### Met1 routing

Supply wires on this layer in grey.
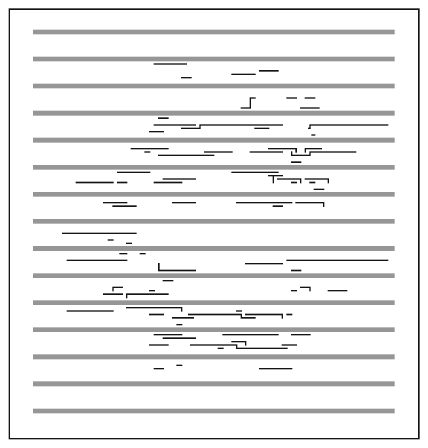
### Met2 routing

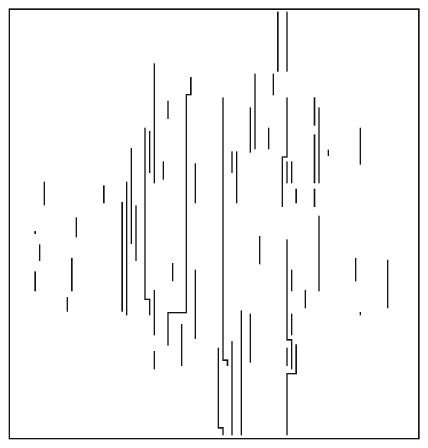
## src/rtl/code_checker.sv

```systemverilog
// Entry buffer and password comparator: digits are buffered while idle, then
// checked one digit per cycle against the stored password on a compare request.

module code_slot #(
  parameter int DIGIT_W = 4
) (
  input  logic               clock,
  input  logic               system_reset,
  input  logic               wr,
  input  logic               clr,
  input  logic [DIGIT_W-1:0] din,
  input  logic [DIGIT_W-1:0] ref_digit,
  output logic [DIGIT_W-1:0] value,
  output logic               eq
);
  always_ff @(posedge clock or negedge system_reset) begin
    if (!system_reset)  value <= '0;
    else if (clr)       value <= '0;
    else if (wr)        value <= din;
  end

  assign eq = (value == ref_digit);
endmodule


```

## config.mk

```make
export PLATFORM = sky130hd
export DESIGN_NAME = code_slot
export DESIGN_NICKNAME = d
export VERILOG_FILES = /design/src/rtl/code_checker.sv
export SDC_FILE = /design/constraint.sdc
export NUM_CORES = 1
export LEC_CHECK = 0
export ABC_AREA = 1
export CORE_AREA = 2 2 39 41
export CTS_CLUSTER_DIAMETER = 60
export CTS_CLUSTER_SIZE = 8
export DETAILED_ROUTE_END_ITERATION = 6
export DIE_AREA = 0 0 41 43
export MAX_ROUTING_LAYER = met4
export PLACE_DENSITY_LB_ADDON = 0.12
export SETUP_SLACK_MARGIN = 0.2
export SLEW_MARGIN = 25
export SYNTH_ARGS = -nofsm -noshare
export SYNTH_HDL_FRONTEND = slang
export SYNTH_SLANG_ARGS = --single-unit
```

## constraint.sdc

```tcl
create_clock -name clock -period 0.9 [get_ports clock]
set_input_delay 0.225 -clock clock [delete_from_list [all_inputs] [get_ports clock]]
set_output_delay 0.225 -clock clock [all_outputs]
set_load 0.01 [all_outputs]
```

==> impl_metrics.tcl <==
# place-and-route summary
set metrics [dict create \
    grt_overflow_total 0 \
    sw_frac_of_total_pct 24.45 \
    final-setup-viol-count 5 \
    layout_setup_ws_ns -0.3714 \
    lay_top_count "buf_6" \
    via_per_inst 3.684 \
    htree_levels 1 \
    xor_area_share_pct 7.254 \
    ys_ff 4 \
    r2r_slack_ns 0.08 \
    violations "negative setup slack" \
    status "finished with violations" \
    crit_type "reg2out" \
    core_um2 1384 \
    critPathMaxFanout 2 \
    synth_cell_types 8 \
    drc_errors 0 \
    grt_first_pass_wirelength_um 1007 \
    first_iter_violations 1 \
    topCellsByArea "dfrtp_1 (41%), o21ai_2 (15%), nand2_1 (12%)" \
    chipArea_um2 1763 \
    largest_reg_flops 4 \
    diodes 0 \
    synthFlopType "dfrtp_1" \
    crit_arrival_ns 1.05 \
]
Notes on 'Met1 routing' above:
- longest straight run: 10.1 um
- share of all routed wire: 36%
- nets with wire on the layer: 57
- wire length on this layer: 221 um
Post-Route WL: 613 um
global-route met1 utilization: 7.818%
Vias: 280

Notes on 'Met2 routing' above:
- longest straight run: 26.4 um
- wire length on this layer: 327 um
- share of all routed wire: 53%
- nets with wire on the layer: 56
M2 GR Usage: 14.37%

-- area by class of cell --
| class | count | share of cell area [%] |
|---|---|---|
| clock buffer | 3 | 4.147 |
| multi-input combinational | 20 | 21.66 |
| inverter | 7 | 5.300 |
| tap | 16 | 3.687 |
| timing repair buffer | 26 | 46.77 |
| sequential | 4 | 18.43 |
-- through the flow --
stage	worst slack (ns)	instance area, um2	hold WS (ns)	instances
global route	-0.4450	543.0	0.2183	76
detailed placement	-0.8487	476.7	0.4461	70
global placement	-0.8354	476.7	0.4395	70
CTS	-0.3773	521.8	0.1954	76
finish	-0.3714	543.0	0.1963	76
floorplan	-0.09177	244.0	-0.07059	31
-- how the worst max path moves through the flow --
stage / startpoint / to / slack (ns) / cells after the start
floorplan: value[3]$_DFFE_PN0P_ / eq / -0.09 / 3
global placement: ref_digit[3] / eq / -0.84 / 5
detailed placement: ref_digit[2] / eq / -0.85 / 5
CTS: value[1]$_DFFE_PN0P_ / eq / -0.38 / 6
global route: value[3]$_DFFE_PN0P_ / eq / -0.45 / 4
finish: value[2]$_DFFE_PN0P_ / eq / -0.37 / 4
-- worst max-delay path, stage by stage (launching register included) --
cell and delay [ns]:
dfrtp_1 0.39, xnor2_1 0.14, nand2_1 0.08, nor2_2 0.09, buf_2 0.12
-- per-layer routing --
| metal | share of wire (%) | global-route usage [%] |
|---|---|---|
| met2 | 53 | 14.37 |
| met1 | 36 | 7.818 |
| met4 | 0 | 10.00 |
| met3 | 11 | 3.141 |
| met5 | 0 | - |
-- power by group through the flow --
stage / Combinational (uW) / Clock [uW] / Sequential [uW]
final: 183 / 223 / 200
after floorplan: 49.7 / 0 / 206
after CTS: 176 / 233 / 199
after detailed placement: 167 / 0 / 201
after global routing: 200 / 240 / 201
after global placement: 164 / 0 / 200
Power and IR drop assume default switching activity.
